Fig. 1: run 1, routing congestion
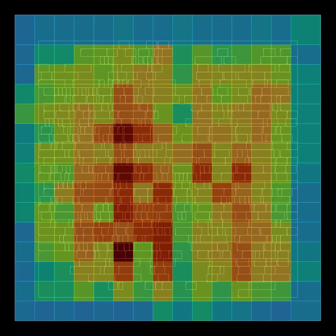
Fig. 2: run 1, wires at chosen ports, followed through buffers
Drawn at 3 px/um.
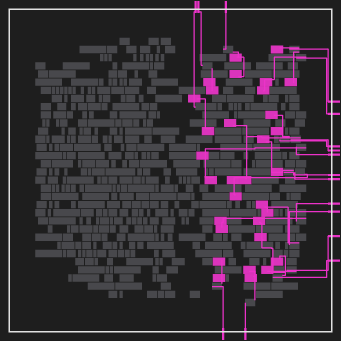
Fig. 3: run 1, sequential cells grouped by signal name
Drawn at 2 px/um. Other sequential cells in the stronger gray, the rest of the logic in the fainter gray.
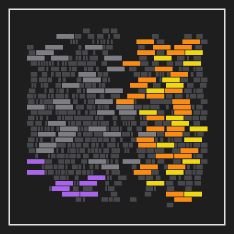
Fig. 4: run 1, wiring by layer
Drawn at 3 px/um.
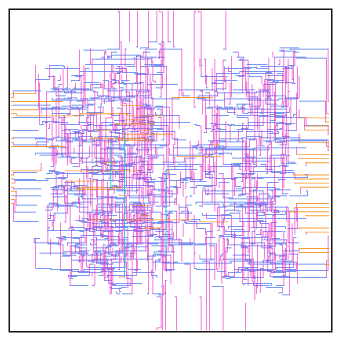
File: src/rtl/pe_feeder_pkg.sv
// Shared types and constants for the PE stream feeder.
//   state_e    : feeder FSM states
//   SKID_DEPTH : entries in the read-data skid FIFO
//   RD_LATENCY : buffer read latency in cycles (the datapath assumes 1)
package pe_feeder_pkg;
  typedef enum logic [1:0] {IDLE, START, STREAM, FINISH} state_e;
  localparam int SKID_DEPTH = 2;
  localparam int RD_LATENCY = 1;
endpackage

File: src/rtl/pe_stream_feeder_if.sv
// Bundle between the feeder and its neighbours: the command channel, the
// local buffer read port and the PE input-FIFO port.
//   master : the feeder side (drives cmd_ready, buffer read, PE data)
//   slave  : the environment side (controller, buffer, PE)
interface pe_stream_feeder_if #(
  parameter int DATA_WIDTH = 16,
  parameter int ADDR_WIDTH = 8,
  parameter int LEN_WIDTH  = 8
);
  logic                  cmd_valid;
  logic                  cmd_ready;
  logic [ADDR_WIDTH-1:0] cmd_base_addr;
  logic [LEN_WIDTH-1:0]  cmd_len;
  logic                  cmd_full_column;
  logic                  buf_rd_en;
  logic [ADDR_WIDTH-1:0] buf_rd_addr;
  logic [DATA_WIDTH-1:0] buf_rd_data;
  logic                  pe_start_load;
  logic                  pe_load_full_column;
  logic [DATA_WIDTH-1:0] pe_data;
  logic                  pe_data_en;
  logic                  pe_fifo_full;

  modport master (
    input  cmd_valid, cmd_base_addr, cmd_len, cmd_full_column, buf_rd_data, pe_fifo_full,
    output cmd_ready, buf_rd_en, buf_rd_addr, pe_start_load, pe_load_full_column,
           pe_data, pe_data_en
  );
  modport slave (
    output cmd_valid, cmd_base_addr, cmd_len, cmd_full_column, buf_rd_data, pe_fifo_full,
    input  cmd_ready, buf_rd_en, buf_rd_addr, pe_start_load, pe_load_full_column,
           pe_data, pe_data_en
  );
endinterface

File: src/rtl/pe_feeder_skid_fifo.sv
// Two-entry skid FIFO holding buffer read data until the output register
// takes it.
//   clk, rst : clock, async active-low reset
//   push/din : write din this cycle
//   pop      : drop the head entry this cycle (only when count != 0)
//   head     : oldest entry
//   count    : occupancy, 0..2
module pe_feeder_skid_fifo
  import pe_feeder_pkg::*;
#(
  parameter int DATA_WIDTH = 16
) (
  input  logic                  clk,
  input  logic                  rst,
  input  logic                  push,
  input  logic [DATA_WIDTH-1:0] din,
  input  logic                  pop,
  output logic [DATA_WIDTH-1:0] head,
  output logic [1:0]            count
);
  logic [SKID_DEPTH-1:0][DATA_WIDTH-1:0] mem;
  logic                                  wr_ptr, rd_ptr;

  always_ff @(posedge clk or negedge rst) begin
    if (!rst) begin
      mem    <= '0;
      wr_ptr <= 1'b0;
      rd_ptr <= 1'b0;
      count  <= 2'd0;
    end else begin
      if (push) begin
        mem[wr_ptr] <= din;
        wr_ptr      <= ~wr_ptr;
      end
      if (pop) rd_ptr <= ~rd_ptr;
      count <= count + 2'(push) - 2'(pop);
    end
  end

  assign head = mem[rd_ptr];
endmodule

File: src/rtl/pe_stream_feeder.sv
// Streams a contiguous, wrapping address range out of a local single-port
// buffer into one PE input FIFO. Each command gives a start-load pulse, then
// len words with pe_fifo_full backpressure, then a one-cycle done.
//   clk, rst     : clock, async active-low reset
//   bus (master) : command channel, buffer read port, PE port
//   busy         : high from the cycle after accept through the done cycle
//   done         : one-cycle pulse one cycle after the last transfer
//   stall_cycles : only with PE_FEEDER_STALL_CNT_EN defined; saturating
//                  count of cycles with pe_data_en=1 and pe_fifo_full=1
module pe_stream_feeder
  import pe_feeder_pkg::*;
#(
  parameter int DATA_WIDTH = 16,
  parameter int ADDR_WIDTH = 8,
  parameter int LEN_WIDTH  = 8
) (
  input  logic               clk,
  input  logic               rst,
  pe_stream_feeder_if.master bus,
  output logic               busy,
  output logic               done
`ifdef PE_FEEDER_STALL_CNT_EN
  ,
  output logic [15:0]        stall_cycles
`endif
);
  state_e                state, state_nxt;
  logic [ADDR_WIDTH-1:0] base_q;
  logic [LEN_WIDTH-1:0]  len_q, issued, sent;
  logic                  full_col_q;
  logic                  rd_inflight;
  logic [DATA_WIDTH-1:0] data_q;
  logic                  data_en_q;
  logic [DATA_WIDTH-1:0] skid_head;
  logic [1:0]            skid_cnt;
  logic [2:0]            occ;
  logic                  accept, xfer, last_xfer, load, rd_en;

  assign accept    = bus.cmd_valid & bus.cmd_ready;
  assign xfer      = data_en_q & ~bus.pe_fifo_full;
  assign last_xfer = xfer && (sent == len_q - LEN_WIDTH'(1));
  // Output register refills when empty or when its word leaves this cycle.
  assign load      = (state == STREAM) && (skid_cnt != 2'd0) && (!data_en_q || xfer);
  // Occupancy is taken after this cycle's pop; counting the entry that is
  // leaving would cost a bubble every other word.
  assign occ       = 3'(skid_cnt) - 3'(load) + 3'(rd_inflight);
  assign rd_en     = ((state == START) || (state == STREAM)) &&
                     (issued < len_q) && (occ < 3'(SKID_DEPTH));

  // ---- FSM: state register ----
  always_ff @(posedge clk or negedge rst) begin
    if (!rst) state <= IDLE;
    else      state <= state_nxt;
  end

  // ---- FSM: next state ----
  always_comb begin
    state_nxt = state;
    case (state)
      IDLE:    if (accept) state_nxt = START;
      START:   state_nxt = (len_q == '0) ? FINISH : STREAM;
      STREAM:  if (last_xfer) state_nxt = FINISH;
      FINISH:  state_nxt = IDLE;
      default: state_nxt = IDLE;
    endcase
  end

  // ---- FSM: outputs ----
  // cmd_ready is gated by rst so it stays low while reset is held.
  always_comb begin
    bus.cmd_ready     = 1'b0;
    bus.pe_start_load = 1'b0;
    busy              = 1'b0;
    done              = 1'b0;
    case (state)
      IDLE:   bus.cmd_ready = rst;
      START:  begin busy = 1'b1; bus.pe_start_load = 1'b1; end
      STREAM: busy = 1'b1;
      FINISH: begin busy = 1'b1; done = 1'b1; end
      default: ;
    endcase
  end

  // ---- datapath: command latch, counters, output register ----
  always_ff @(posedge clk or negedge rst) begin
    if (!rst) begin
      base_q      <= '0;
      len_q       <= '0;
      full_col_q  <= 1'b0;
      issued      <= '0;
      sent        <= '0;
      rd_inflight <= 1'b0;
      data_q      <= '0;
      data_en_q   <= 1'b0;
    end else begin
      rd_inflight <= rd_en;
      if (accept) begin
        base_q     <= bus.cmd_base_addr;
        len_q      <= bus.cmd_len;
        full_col_q <= bus.cmd_full_column;
        issued     <= '0;
        sent       <= '0;
      end else begin
        if (rd_en) issued <= issued + LEN_WIDTH'(1);
        if (xfer)  sent   <= sent + LEN_WIDTH'(1);
      end
      if (load) begin
        data_q    <= skid_head;
        data_en_q <= 1'b1;
      end else if (xfer) begin
        data_en_q <= 1'b0;
      end
    end
  end

  // Read data lands one cycle after the strobe; rd_inflight marks it.
  pe_feeder_skid_fifo #(.DATA_WIDTH(DATA_WIDTH)) u_skid (
    .clk   (clk),
    .rst   (rst),
    .push  (rd_inflight),
    .din   (bus.buf_rd_data),
    .pop   (load),
    .head  (skid_head),
    .count (skid_cnt)
  );

  assign bus.buf_rd_en           = rd_en;
  assign bus.buf_rd_addr         = base_q + ADDR_WIDTH'(issued);
  assign bus.pe_data             = data_q;
  assign bus.pe_data_en          = data_en_q;
  assign bus.pe_load_full_column = full_col_q;

`ifdef PE_FEEDER_STALL_CNT_EN
  always_ff @(posedge clk or negedge rst) begin
    if (!rst)                                         stall_cycles <= '0;
    else if (accept)                                  stall_cycles <= '0;
    else if (data_en_q && bus.pe_fifo_full && (stall_cycles != 16'hFFFF))
                                                      stall_cycles <= stall_cycles + 16'd1;
  end
`endif
endmodule

File: src/flat_wrapper.sv
// flat-port wrapper written by rule: the top's interface ports become plain ports
module pe_stream_feeder_flat import pe_feeder_pkg::*;
#(
  parameter int DATA_WIDTH = 16,
  parameter int ADDR_WIDTH = 8,
  parameter int LEN_WIDTH  = 8
)
  (clk, rst, busy, done, bus_cmd_valid, bus_cmd_base_addr, bus_cmd_len, bus_cmd_full_column, bus_buf_rd_data, bus_pe_fifo_full, bus_cmd_ready, bus_buf_rd_en, bus_buf_rd_addr, bus_pe_start_load, bus_pe_load_full_column, bus_pe_data, bus_pe_data_en);
  pe_stream_feeder_if #(.DATA_WIDTH(DATA_WIDTH), .ADDR_WIDTH(ADDR_WIDTH), .LEN_WIDTH(LEN_WIDTH)) bus_i ();
  input  logic clk;
  input  logic rst;
  output logic busy;
  output logic done;
  input wire logic [$bits(bus_i.cmd_valid)-1:0] bus_cmd_valid;
  input wire logic [$bits(bus_i.cmd_base_addr)-1:0] bus_cmd_base_addr;
  input wire logic [$bits(bus_i.cmd_len)-1:0] bus_cmd_len;
  input wire logic [$bits(bus_i.cmd_full_column)-1:0] bus_cmd_full_column;
  input wire logic [$bits(bus_i.buf_rd_data)-1:0] bus_buf_rd_data;
  input wire logic [$bits(bus_i.pe_fifo_full)-1:0] bus_pe_fifo_full;
  output wire logic [$bits(bus_i.cmd_ready)-1:0] bus_cmd_ready;
  output wire logic [$bits(bus_i.buf_rd_en)-1:0] bus_buf_rd_en;
  output wire logic [$bits(bus_i.buf_rd_addr)-1:0] bus_buf_rd_addr;
  output wire logic [$bits(bus_i.pe_start_load)-1:0] bus_pe_start_load;
  output wire logic [$bits(bus_i.pe_load_full_column)-1:0] bus_pe_load_full_column;
  output wire logic [$bits(bus_i.pe_data)-1:0] bus_pe_data;
  output wire logic [$bits(bus_i.pe_data_en)-1:0] bus_pe_data_en;
  assign bus_i.cmd_valid = bus_cmd_valid;
  assign bus_i.cmd_base_addr = bus_cmd_base_addr;
  assign bus_i.cmd_len = bus_cmd_len;
  assign bus_i.cmd_full_column = bus_cmd_full_column;
  assign bus_i.buf_rd_data = bus_buf_rd_data;
  assign bus_i.pe_fifo_full = bus_pe_fifo_full;
  assign bus_cmd_ready = bus_i.cmd_ready;
  assign bus_buf_rd_en = bus_i.buf_rd_en;
  assign bus_buf_rd_addr = bus_i.buf_rd_addr;
  assign bus_pe_start_load = bus_i.pe_start_load;
  assign bus_pe_load_full_column = bus_i.pe_load_full_column;
  assign bus_pe_data = bus_i.pe_data;
  assign bus_pe_data_en = bus_i.pe_data_en;
  pe_stream_feeder #(.DATA_WIDTH(DATA_WIDTH), .ADDR_WIDTH(ADDR_WIDTH), .LEN_WIDTH(LEN_WIDTH)) u_core (.clk(clk), .rst(rst), .bus(bus_i), .busy(busy), .done(done));
endmodule
File: config.mk
export PLATFORM = sky130hd
export DESIGN_NAME = pe_stream_feeder_flat
export DESIGN_NICKNAME = d
export VERILOG_FILES = /design/src/rtl/pe_feeder_pkg.sv /design/src/rtl/pe_stream_feeder_if.sv /design/src/rtl/pe_feeder_skid_fifo.sv /design/src/rtl/pe_stream_feeder.sv /design/src/flat_wrapper.sv
export SDC_FILE = /design/constraint.sdc
export NUM_CORES = 1
export LEC_CHECK = 0
export CAP_MARGIN = 10
export CORE_MARGIN = 8
export CORE_UTILIZATION = 54
export DETAILED_ROUTE_END_ITERATION = 12
export PLACE_DENSITY = 0.92
export SYNTH_ARGS = -nofsm -noshare
export SYNTH_HDL_FRONTEND = slang
export SYNTH_SLANG_ARGS = --single-unit
File: constraint.sdc
create_clock -name clk -period 4.5 [get_ports clk]
set_input_delay 0.45 -clock clk [delete_from_list [all_inputs] [get_ports clk]]
set_output_delay 0.45 -clock clk [all_outputs]
set_load 0.02 [all_outputs]
==> run summary, run 1 <==
Flow results follow.

The mean number of vias per cell is 5.58. Max fanout on the critical path was recorded as 8. The setup path with the least slack is of type flip-flop to primary output. Per the final layout report, the fraction of cells sized above drive strength 1 comes to 0.132.

The switching power share of the total is 0.405. Total global-route track usage over all layers is 0.178. The root buffer cell is sky130_fd_sc_hd__clkbuf_8. The kind of cell adding the most delay to the critical path is adder cells.

The main flop type is sky130_fd_sc_hd__dfrtp_1. The critical register-to-register path startpoint is u_core.state[0]. Per the OpenROAD floorplan log, the area of the core is slightly above 0.008 mm^2. The post-route clock period utilization is 0.887. After its last routability iteration, the placer logged a weighted congestion of 0.836.

By instance count after routing, the leading logic cell types are 89 x sky130_fd_sc_hd__dfrtp_1, 65 x sky130_fd_sc_hd__clkdlybuf4s50_1, 53 x sky130_fd_sc_hd__nand2_1, 34 x sky130_fd_sc_hd__nor2_1, 32 x sky130_fd_sc_hd__mux2_2. Counting every instance in the synthesized netlist gives 418. The most used cell along the critical path is sky130_fd_sc_hd__ha_1. The chip area line in the Yosys stat output reads 0.00447 mm^2.

By area the synthesized netlist is led by sky130_fd_sc_hd__dfrtp_1 50%, sky130_fd_sc_hd__mux2_2 8.1%, sky130_fd_sc_hd__ha_1 7.0%. The timing report gives the clock slew at the launch and capture registers of the worst setup and hold paths as 0.09 ns. The post-cts resize count is 0. The number of flops mapped to enable cells by yosys is 0.

The post-layout net count is approximately 550. Before antenna repair, the detailed router went through 4 iterations. The start point of the critical path is u_core.state[0].

The power per unit of standard cell area is 759 mW/mm^2. The number of global-route vias before repair is 3469. Measured against its own limit, the worst slew margin works out to 0.353. The violation tally recorded at the end of detailed-routing iteration 0 is 123. The HPWL after detailed placement is 7020 um. The repair_antennas step left the layout with diodes totalling 0. Nets still carrying antenna violations after routing amount to 0. Hold is met by 0.0709 ns. The power share of the clock group is 0.135. The fmax is about 250 MHz. The floorplan has 33 rows. The area fraction in full adders, half adders and majority gates is 0.0789.

The flow ran to the end, and the final reports show no timing, DRC or antenna violations. The power report attributes to the combinational group a share of 0.504. Entering global routing, the biggest net connects 50 pins. The remaining routing DRC violations is 0. The worst min-delay path class is input pin to asynchronous set/reset pin. STA classifies the critical path startpoint as a flip-flop. The data required time at the worst endpoint is 4.05 ns. The number of cells reported by Yosys stat comes to between 400 and 500. Looking at the VDD voltage map, the peak drop is between 500 and 600 uV. The average instance in the mapped netlist occupies 10.7 um^2.
About Fig. 1:
routed length per placed instance: 16.6 um
met1 GRT Util: 0.216
global-route track usage on met2: 0.306

About Fig. 2:
color	port	bits	direction	edge	end cells	buffers	wire
magenta	bus_buf_rd_data	16	input	11 east, 3 north, 2 south	32	16	676 um
number of input and output port buffers inserted: 67
number of ports placed on the die boundary: 68

About Fig. 3:
color	netlist name	flops
purple	u_core.sent	8
yellow	u_core.bus.pe_data	16
orange	u_core.u_skid.mem	32
core occupancy in the finished layout: 0.673
FF+latch area: 0.00223 mm^2
fraction of area in registers: 0.407
sequential cell power: 1500 uW

About Fig. 4:
color	layer	wire length
orange	metal 3	551 um
cyan	metal 4	96.6 um
magenta	metal 2	4950 um
blue	metal 1	4320 um
total wire length after detailed routing: 9910 um
detailed-route via count: 3334

==> run 1: synth_stat cells (2+ instances only) <==
master                     count
sky130_fd_sc_hd__clkbuf_1     12
sky130_fd_sc_hd__buf_1         2
sky130_fd_sc_hd__a21o_1        3
sky130_fd_sc_hd__o31ai_1       2
sky130_fd_sc_hd__dfrtp_1      89
sky130_fd_sc_hd__xnor2_1      12
sky130_fd_sc_hd__nand2b_1      6
sky130_fd_sc_hd__fa_1          2
sky130_fd_sc_hd__a21oi_1      32
sky130_fd_sc_hd__o21ai_0      14
sky130_fd_sc_hd__nand3_1       4
sky130_fd_sc_hd__xor2_1       13
sky130_fd_sc_hd__and3_1        3
sky130_fd_sc_hd__nor2_1       35
sky130_fd_sc_hd__mux2i_1      18
sky130_fd_sc_hd__nand2_1      53
sky130_fd_sc_hd__nor3_1        4
sky130_fd_sc_hd__inv_1        19
sky130_fd_sc_hd__mux2_2       32
sky130_fd_sc_hd__nand4_1       7
sky130_fd_sc_hd__a31o_2        2
sky130_fd_sc_hd__ha_1         25
sky130_fd_sc_hd__o41ai_1       2
sky130_fd_sc_hd__or4_1         3
sky130_fd_sc_hd__nor2b_1       3
sky130_fd_sc_hd__o211ai_1      3
==> run 1: power by group through the flow <==
stage | Sequential [uW] | Combinational, uW | Clock [uW]
6_report | 1500 | 2090 | 560
5_1_grt | 1550 | 2310 | 595
4_1_cts | 1500 | 2070 | 565
3_5_place_dp | 1510 | 2040 | 0
3_3_place_gp | 1480 | 1950 | 0
2_1_floorplan | 1490 | 1320 | 0
==> run 1: final cells by class <==
cell class	instances	area, um^2	share of cell area
flip-flops and latches	89	2230	0.407
multi-input cells	295	2120	0.388
repair buffers	74	723	0.132
well taps	105	131	0.0240
clock buffers	9	124	0.0226
clock inverters	7	77.6	0.0142
inverters	19	71.3	0.0130
==> run 1: stage by stage <==
stage	util	setup slack (ns)	instance area, um^2	std cells
finish	0.673	0.510	5480	598
global route	0.673	0.291	5480	598
CTS	0.670	0.0616	5450	595
detailed placement	0.646	0.404	5250	579
global placement	0.646	0.528	5250	579
floorplan	-	0.840	4470	418
==> run 1: per-layer routing <==
metal | vias to the layer above | routed length [um] | GRT usage
met1 | 1645 | 4320 | 0.216
met2 | 100 | 4950 | 0.306
met5 | - | 0 | 0
met4 | 0 | 96 | 0.0613
met3 | 10 | 550 | 0.0390
li1 | 1579 | - | -
==> run 1: path summary, 6_finish.rpt <==
kind                                   endpoint  slack, ns  cells after the start
max                               bus_buf_rd_en       0.51                     13
min                             u_core.state[0]       0.07                      1
max reg2reg                    u_core.issued[7]       0.99                     14
min reg2reg                    u_core.base_q[4]       0.50                      2
max in group asynchronous  u_core.u_skid.mem[6]       3.44                      2
min in group clk               u_core.base_q[4]       0.50                      2
==> run 1: flip-flops by register name (all words and copies together) (netlist names) <==
register and flops:
u_core.bus.pe_data 16, u_core.bus.pe_data_en 1, u_core.u_skid.mem 32, u_core.base_q 8
u_core.u_skid.rd_ptr 1, u_core.state 2, u_core.u_skid.wr_ptr 1, u_core.u_skid.count 2
u_core.issued 8, u_core.len_q 8, u_core.rd_inflight 1, u_core.sent 8
u_core.bus.pe_load_full_column 1
==> inputs of run 2 (changes only) <==
--- a/config.mk
+++ b/config.mk
@@ -7,9 +7,10 @@
 export LEC_CHECK = 0
 export CAP_MARGIN = 10
 export CORE_MARGIN = 8
-export CORE_UTILIZATION = 54
+export CORE_UTILIZATION = 40
 export DETAILED_ROUTE_END_ITERATION = 12
-export PLACE_DENSITY = 0.92
+export PLACE_DENSITY = 0.74
+export SETUP_SLACK_MARGIN = 0.15
 export SYNTH_ARGS = -nofsm -noshare
 export SYNTH_HDL_FRONTEND = slang
 export SYNTH_SLANG_ARGS = --single-unit
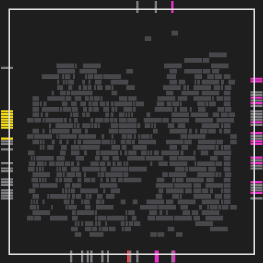
Fig. 5. Pin placement (run 2).
Drawn at 2 px/um. Pins as bars across the die edge, other pins in gray.
color	port	pins	direction	edge
red	bus_cmd_valid	1	input	south
yellow	bus_cmd_len	8	input	west
magenta	bus_buf_rd_data	16	input	12 east, 3 south, 1 north
all pins by edge	30 east, 22 west, 13 south, 3 north
die span in y: 122 um
horizontal die dimension: 122 um

==> run summary, run 2 <==
Flow results follow.

The run finished with clean final reports. The first routing iteration left about 260 violations. The data required time at the worst endpoint is between 4 and 5 ns.

Max fanout on the critical path was recorded as 10. Looking at the gate-level netlist, the highest instance count belongs to sky130_fd_sc_hd__dfrtp_1. In this run the clock root is driven by a sky130_fd_sc_hd__clkbuf_8. The most common logic cells in the final layout are 89 x sky130_fd_sc_hd__dfrtp_1, 65 x sky130_fd_sc_hd__clkdlybuf4s50_1, 53 x sky130_fd_sc_hd__nand2_1, 34 x sky130_fd_sc_hd__nor2_1, 32 x sky130_fd_sc_hd__mux2_2. The synthesized design contains 0 enable-type register cells.

As logged by OpenROAD, the buffers inserted on ports number 67. The finished layout holds 631 standard cells, fillers aside. The destination of the critical timing path is bus_buf_rd_en. The finished cells cover around 0.0055 mm^2.

The power share of the clock group is 0.139. The kind of critical path is flip-flop to primary output. The chip area line in the Yosys stat output reads 0.00447 mm^2. The number of cell instances after yosys synthesis is 418. Once detail routing completed, the nets flagged for antenna violations numbered 0.

Checking max transition, the worst relative margin is 0.266. The fmax is 245 MHz. The critical register-to-register path startpoint is u_core.state[0]. Ranked by instance count, the synthesized netlist is headed by 89 x sky130_fd_sc_hd__dfrtp_1, 53 x sky130_fd_sc_hd__nand2_1, 35 x sky130_fd_sc_hd__nor2_1. The pre-CTS setup slack is 0.448 ns. The share of total power in combinational logic is 0.497.

The number of global-route vias before repair is 3492. The depth of the worst register-to-register path is 14. The floorplan report gives the top-level pin count as 68. The fraction of layout cells with a size suffix above 1 is 0.124.

The capture point of the worst register-to-register path is recorded as u_core.issued[7]. The main area contributors are sky130_fd_sc_hd__dfrtp_1 50%, sky130_fd_sc_hd__mux2_2 8.1%, sky130_fd_sc_hd__ha_1 7.0%. The worst setup path is launched from a flip-flop. The start point of the critical path is u_core.state[0].

The clock-pin slew on the worst setup and hold paths is approximately 0.090 ns. The min-delay analysis places its worst path in the category input pin to asynchronous set/reset pin. The worst reg-to-reg setup slack is 1.05 ns. RePlAce ended its routability-driven mode at a weighted congestion of 0.793. The HPWL after detailed placement is around 7000 um.

The script parses the final routing iteration and logs DRC violations as 0. The row count is 38. Post-synth the commonest register cell is sky130_fd_sc_hd__dfrtp_1.
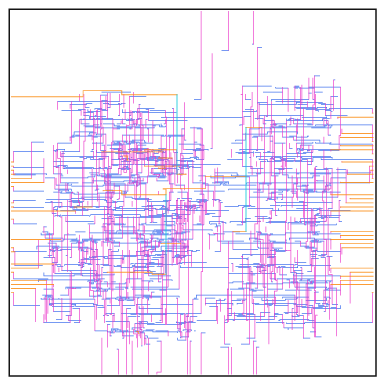
Fig. 6. Wiring by layer (run 2).
Drawn at 3 px/um.
color	layer	wire length
orange	metal 3	595 um
blue	metal 1	4520 um
cyan	metal 4	87.7 um
magenta	metal 2	4510 um
routed length per placed instance: 15.4 um
detailed-route via count: 3214
aggregate global-route resource usage: 0.139
total wire length after detailed routing: 9710 um

[run 2: layout make-up]
type | count | area, um^2 | area share
Sequential cell | 89 | 2230 | 0.405
Multi-Input combinational cell | 295 | 2120 | 0.386
Timing Repair Buffer | 72 | 707 | 0.128
Tap cell | 140 | 175 | 0.0318
Clock buffer | 10 | 128 | 0.0232
Clock inverter | 6 | 73.8 | 0.0134
Inverter | 19 | 71.3 | 0.0130
[run 2: worst min-delay path by stage]
stage,cells past startpoint,to,slack [ns],from
floorplan,0,u_core.base_q[0],0.15,rst
global placement,1,u_core.base_q[1],0.25,rst
detailed placement,1,u_core.base_q[1],0.25,rst
CTS,2,u_core.base_q[0],0.46,rst
global route,2,u_core.base_q[0],0.48,rst
finish,2,u_core.base_q[0],0.49,rst
[run 2: per-layer routing]
metal  track usage  vias to the layer above  routed length [um]  part of all wire
met5             0                        -                   0                 0
met4        0.0362                        0                  87            0.0090
met3        0.0421                        7                 594             0.061
met2         0.223                       80                4510              0.46
met1         0.178                     1549                4520              0.47
li1              -                     1578                   -                 -
[run 2: worst reg2reg max path, cell delays in order (launching register included)]
cell	delay (ns)
sky130_fd_sc_hd__dfrtp_1	0.43
sky130_fd_sc_hd__inv_1	0.16
sky130_fd_sc_hd__ha_1	0.24
sky130_fd_sc_hd__o21ai_0	0.15
sky130_fd_sc_hd__a21oi_2	0.15
sky130_fd_sc_hd__ha_1	0.24
sky130_fd_sc_hd__inv_1	0.06
sky130_fd_sc_hd__ha_1	0.16
sky130_fd_sc_hd__fa_1	0.44
sky130_fd_sc_hd__nor3b_1	0.19
sky130_fd_sc_hd__o211ai_1	0.11
sky130_fd_sc_hd__a21oi_1	0.25
sky130_fd_sc_hd__nand4_1	0.22
sky130_fd_sc_hd__or4_1	0.44
sky130_fd_sc_hd__a21oi_1	0.15
[run 2: metrics by stage]
step                power (uW)  hold WS [ns]
finish                    4080         0.487
detailed placement        3550         0.254
floorplan                 2820         0.154
CTS                       4130         0.459
global placement          3460         0.252
global route              4400         0.475
[run 2: kinds of logic after synthesis]
family	share of synthesized area
mux	0.123
buf+inv	0.0288
compound gates	0.0923
flops	0.498
simple gates	0.130
fa+ha+maj	0.0789
xor+xnor	0.0490
[run 2: power groups by stage]
stage	clock (uW)	combinational (uW)	sequential, uW
final	565	2030	1490
after global routing	614	2240	1550
after CTS	589	2050	1490
after detailed placement	0	2040	1510
after global placement	0	1970	1480
after floorplan	0	1320	1490
[run 2: what timing repair did]
| item | in CTS | in global routing |
|---|---|---|
| endpoints found under the setup margin | 1 | 0 |
| hold buffers | 1 | 0 |
| resized | 1 | 0 |
| endpoints found under the hold margin | 2 | 0 |
Power and IR drop assume default switching activity.
